Figure 1. Gate-type map.
The bar under the picture is 20 um long.
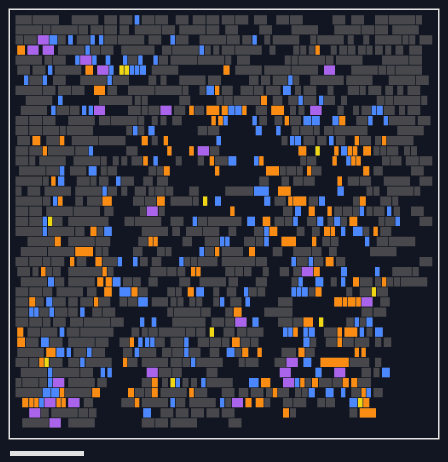
Figure 2. Drive-strength map.
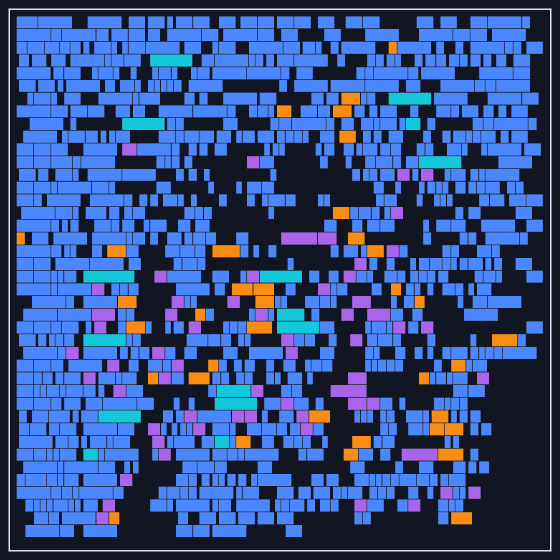
Figure 3. Routing congestion.
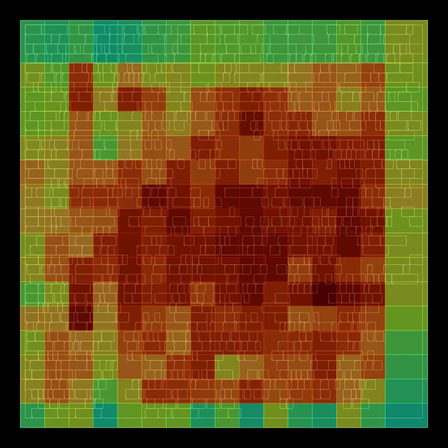
[src/rtl/tdc_stop_emulator.sv]
// Stop-word generator for the TDC encoder: turns a {coarse, phase} code into the
// raw 55-bit ring-oscillator snapshot plus the two coarse ripple counters.
module tdc_stop_emulator #(
  parameter int unsigned HOLD_CYCLES = 4
) (
  input  logic        clk40M,
  input  logic        rst_n,
  input  logic        sweep_en,
  input  logic [11:0] in_code,
  input  logic        in_valid,
  output logic        in_ready,
  output logic [54:0] fine_raw_code,
  output logic [4:0]  counterA,
  output logic [4:0]  counterB,
  output logic        out_valid,
  output logic        code_err,
  output logic        sweep_done
);

  localparam int unsigned FINE_W   = 55;
  localparam int unsigned PHASE_W  = 7;
  localparam int unsigned COARSE_W = 5;
  localparam int unsigned CODE_W   = PHASE_W + COARSE_W;
  localparam int unsigned CNT_W    = (HOLD_CYCLES > 1) ? $clog2(HOLD_CYCLES) : 1;

  localparam logic [PHASE_W-1:0]  PHASE_SPLIT = 7'd55;
  localparam logic [PHASE_W-1:0]  PHASE_LAST  = 7'd109;
  localparam logic [COARSE_W-1:0] COARSE_LAST = 5'd31;

  localparam logic [1:0] S_IDLE = 2'd0;
  localparam logic [1:0] S_LOAD = 2'd1;
  localparam logic [1:0] S_HOLD = 2'd2;

  logic [1:0]          state, state_d;
  logic [CNT_W-1:0]    hold_cnt, hold_cnt_d;
  logic [CODE_W-1:0]   code_q;
  logic [CODE_W-1:0]   sweep_q, sweep_next;
  logic                last_q;
  logic                take_sweep, take_ext;
  logic                ext_bad, sweep_last;
  logic [FINE_W-1:0]   fine_d;
  logic [COARSE_W-1:0] counter_b_d;

  // in_ready is the only combinational output: it must track sweep_en in the same cycle
  always_comb begin
    in_ready = rst_n && (state == S_IDLE) && !sweep_en;
  end

  always_comb begin
    ext_bad    = in_code[PHASE_W-1:0] > PHASE_LAST;
    sweep_last = (sweep_q[CODE_W-1:PHASE_W] == COARSE_LAST) &&
                 (sweep_q[PHASE_W-1:0] == PHASE_LAST);
    if (sweep_q[PHASE_W-1:0] == PHASE_LAST) begin
      sweep_next = {sweep_q[CODE_W-1:PHASE_W] + 5'd1, 7'd0};
    end else begin
      sweep_next = {sweep_q[CODE_W-1:PHASE_W], sweep_q[PHASE_W-1:0] + 7'd1};
    end
  end

  // Thermometer decode: low half fills ones from bit 0, upper half clears from bit 0
  always_comb begin
    fine_d      = '0;
    counter_b_d = code_q[CODE_W-1:PHASE_W];
    if (code_q[PHASE_W-1:0] < PHASE_SPLIT) begin
      fine_d      = (FINE_W'(1) << code_q[PHASE_W-1:0]) - FINE_W'(1);
      counter_b_d = code_q[CODE_W-1:PHASE_W] - 5'd1;
    end else begin
      fine_d = ~((FINE_W'(1) << (code_q[PHASE_W-1:0] - PHASE_SPLIT)) - FINE_W'(1));
    end
  end

  always_comb begin
    state_d    = state;
    hold_cnt_d = hold_cnt;
    take_sweep = 1'b0;
    take_ext   = 1'b0;
    case (state)
      S_IDLE: begin
        hold_cnt_d = '0;
        if (sweep_en) begin
          take_sweep = 1'b1;
          state_d    = S_LOAD;
        end else if (in_valid && in_ready) begin
          take_ext = 1'b1;
          if (!ext_bad) begin
            state_d = S_LOAD;
          end
        end
      end
      S_LOAD: begin
        hold_cnt_d = '0;
        state_d    = S_HOLD;
      end
      S_HOLD: begin
        if (hold_cnt == CNT_W'(HOLD_CYCLES - 1)) begin
          hold_cnt_d = '0;
          state_d    = S_IDLE;
        end else begin
          hold_cnt_d = hold_cnt + 1'b1;
        end
      end
      default: begin
        hold_cnt_d = '0;
        state_d    = S_IDLE;
      end
    endcase
  end

  always_ff @(posedge clk40M) begin
    if (!rst_n) begin
      state    <= S_IDLE;
      hold_cnt <= '0;
    end else begin
      state    <= state_d;
      hold_cnt <= hold_cnt_d;
    end
  end

  // Code capture, sweep source and registered raw outputs
  always_ff @(posedge clk40M) begin
    if (!rst_n) begin
      code_q        <= '0;
      last_q        <= 1'b0;
      sweep_q       <= '0;
      fine_raw_code <= '0;
      counterA      <= '0;
      counterB      <= '0;
      out_valid     <= 1'b0;
      code_err      <= 1'b0;
      sweep_done    <= 1'b0;
    end else begin
      out_valid  <= 1'b0;
      code_err   <= 1'b0;
      sweep_done <= 1'b0;
      if (take_sweep) begin
        code_q  <= sweep_q;
        last_q  <= sweep_last;
        sweep_q <= sweep_next;
      end else if (take_ext) begin
        code_err <= ext_bad;
        if (!ext_bad) begin
          code_q <= in_code;
          last_q <= 1'b0;
        end
      end
      if (state == S_LOAD) begin
        fine_raw_code <= fine_d;
        counterA      <= code_q[CODE_W-1:PHASE_W];
        counterB      <= counter_b_d;
        out_valid     <= 1'b1;
        sweep_done    <= last_q;
      end
    end
  end

endmodule
[config.mk]
export PLATFORM = sky130hd
export DESIGN_NAME = tdc_stop_emulator
export DESIGN_NICKNAME = d
export VERILOG_FILES = /design/src/rtl/tdc_stop_emulator.sv
export SDC_FILE = /design/constraint.sdc
export NUM_CORES = 1
export LEC_CHECK = 0
export CAP_MARGIN = 20
export CORE_UTILIZATION = 52
export DETAILED_ROUTE_END_ITERATION = 10
export PLACE_DENSITY_LB_ADDON = 0.15
export SLEW_MARGIN = 15
export SYNTH_ARGS = -nofsm -noshare
export SYNTH_HDL_FRONTEND = slang
export SYNTH_SLANG_ARGS = --single-unit
[constraint.sdc]
create_clock -name clk40M -period 3.5 [get_ports clk40M]
set_input_delay 0.525 -clock clk40M [delete_from_list [all_inputs] [get_ports clk40M]]
set_output_delay 0.525 -clock clk40M [all_outputs]
set_load 0.01 [all_outputs]
==> results.json <==
{
  "status": "complete, no violations",
  "h-tree-depth": 3,
  "rows": 41,
  "synthDominantCellAreaShare_pct": 28.98,
  "top_logic_kind": "AND-OR/OR-AND gates",
  "hold_violations": 0,
  "p_int_mw": 2.278,
  "dr_total_vias": 7799,
  "n_tap_cell": 172,
  "warning_count": 27,
  "numCtsBuffers": 9,
  "syn_avg_cell_area_sq_um": 7.589,
  "wl_met2_um": 12360,
  "max_freq_ghz": 0.3321,
  "yosysUniqueCellTypes": 86,
  "clock_cell_area_share_pct": 3.847,
  "comb_power_share_pct": 38.8,
  "ctsResizeCount": 0,
  "pwr.group.clock_mw": 1.05,
  "mux_area_share_pct": 4.425,
  "clkTransAtPathRegs_ns": 0.07,
  "cap_violations": 0,
  "dpl.hpwl_um": 20240,
  "adder_share_pct": 1.494,
  "routed_wl_um": 29090,
  "wl_per_cell_um": 25.95,
  "layout.nets": 968,
  "maxPowerGroup": "combinational logic",
  "numClockSinks": 97,
  "io_buffers": 84,
  "vdd_drop_max_uv": 366.0,
  "drt-vias-per-instance": 6.957,
  "synthXorXnorAreaFrac_pct": 3.267,
  "yosysMostFrequentCell": "nand2_1",
  "busiest_layer": "met2",
  "rsz0062_at_grt": "no",
  "top_layer_used": "met4",
  "final_cell_area_sq_um": 8098,
  "antenna_left": 0,
  "fin_skew_ns": 0.007772,
  "area_growth_pct": 20.84,
  "whs_ns": 0.4323,
  "grt.overflow.total": 0,
  "gp_congestion": 1.101,
  "die_x_um": 115.5,
  "yosys_cells": 883,
  "cts_setup_buffers": 0,
  "clockBufferCount": 9,
  "power_frac_seq_pct": 33.3,
  "period_needed_ns": 3.011,
  "largest_area_cell": "dfxtp_1",
  "numSynthFlops": 97,
  "dp.cells": 1105,
  "crit_path_max_fanout": 17,
  "comb_cells": 690,
  "synth_cells": 883,
  "area_leaders": "dfxtp_1, nand2_1, o21ai_0, nor2_1, a21oi_1",
  "synth_nets": 907,
  "synth.top_cells.by_count": "nand2_1, dfxtp_1, o21ai_0, nor2_1, a21oi_1",
  "final-comb-area_sq_um": 4357,
  "core-area_sq_um": 12570,
  "worstSkewPairLatency_ns": 0.36,
  "root_buffer": "clkbuf_16",
  "cp-end-kind": "flip-flop",
  "grt_use_met3_pct": 14.38,
  "ff_type": "dfxtp_1",
  "setup_viol": 0,
  "drt-initial-drc-count": 1104,
  "worstPathRequired_ns": 3.71,
  "inverters": 11,
  "final.fill_count": 1055,
  "drive_gt1_share_pct": 11.70,
  "mostFrequentLayoutCells": "nand2_1, dfxtp_1, clkdlybuf4s50_1, o21ai_0, nor2_1",
  "dr.pass1.iters": 8,
  "clk_path_buf_depth": 2,
  "fp_util_pct": 53.32,
  "switchingPower_mw": 1.498,
  "synth-seq-area-share_pct": 28.98,
  "flop_area_sq_um": 1942,
  "buffer_area_share_pct": 15.20,
  "switching_share_pct": 39.67,
  "synth_area_sq_um": 6701,
  "crit_chain": "buf_4 -> a31oi_4 -> o21ai_1 -> a21boi_1 -> nor2_1 -> a2111oi_0 -> nor2_1",
  "grt_pass1_wl_um": 43320,
  "cp_slowest_cell": "a2111oi_0",
  "async_reset_ff_share_pct": 0,
  "cp_common_cell": "nor2_1",
  "pwr-share-clk_pct": 27.9,
  "met1_usage_pct": 54.06,
  "antenna_cells": 0,
  "simple_gate_area_share_pct": 24.63,
  "drc": 0,
  "cp_num_buf_inv": 1,
  "hold_path_class": "reg -> reg",
  "synth_chip_area_sq_um": 6701,
  "p_leak_nw": 3.124,
  "seq_cells": 97,
  "slew_violations": 0,
  "antenna_found_initial": 0,
  "cts_tree": "yes",
  "critPathKind": "reg -> reg",
  "crit_path_max_incr_delay_ns": 0.75,
  "power_mw": 3.775,
  "largest_cell_class": "multi-input combinational cells",
  "comb_power_mw": 1.47,
  "cp_top_family": "AND-OR/OR-AND gates",
  "placed_area_sq_um": 7786,
  "period_used_pct": 86.03,
  "tightest_slew_ns": 0.9196,
  "hold_buffers": 0,
  "die_area_sq_um": 13340,
  "tns_ns": 0,
  "pg_seq_mw": 1.26,
  "grt_use_total_pct": 44.29,
  "wl_met3_um": 3501,
  "slew_headroom_pct": 38.22,
  "fp.dieH_um": 115.5
}
Back to the opening pictures, Figure 1:
| color | family | cells | most used | where |
|---|---|---|---|---|
| purple | xor and xnor cells | 25 | xnor2_1 | widely spread |
| yellow | inv cells | 11 | inv_1 | widely spread |
| orange | nor cells | 133 | nor2_1 | widely spread |
| blue | nand cells | 162 | nand2_1 | widely spread |
Commonest Layout Cell: nand2_1
fraction of area in multi-input gates: 53.80%

Back to the opening pictures, Figure 2:
| color | size | cells | share |
|---|---|---|---|
| cyan | x6 and larger | 15 | 1.6% |
| blue | x1 and smaller | 838 | 88% |
| orange | x2 | 36 | 3.8% |
| purple | x3 and x4 | 60 | 6.3% |
Non-clock buffers: 135
final worst slack: 0.4890 ns

Back to the opening pictures, Figure 3:
Util after Layout: 64.43%
met2 Use GR: 66.23%

## state kept, by name, indices dropped and copies added, names as in the netlist
register	count
fine_raw_code	55
code_q	12
sweep_q	12
counterA	5
counterB	5
hold_cnt	2
state	2
code_err	1
last_q	1
out_valid	1
sweep_done	1
## worst paths after layout
check,from,end,slack (ns),depth (start not counted)
max,code_q[3]$_SDFFE_PN0P_,fine_raw_code[6]$_SDFFE_PN0P_,0.49,7
min,hold_cnt[0]$_SDFF_PP0_,hold_cnt[0]$_SDFF_PP0_,0.43,1
max reg2reg,code_q[3]$_SDFFE_PN0P_,fine_raw_code[6]$_SDFFE_PN0P_,0.49,7
min reg2reg,hold_cnt[0]$_SDFF_PP0_,hold_cnt[0]$_SDFF_PP0_,0.43,1
Power figures rest on the tool's default switching activity, not on a simulated workload.
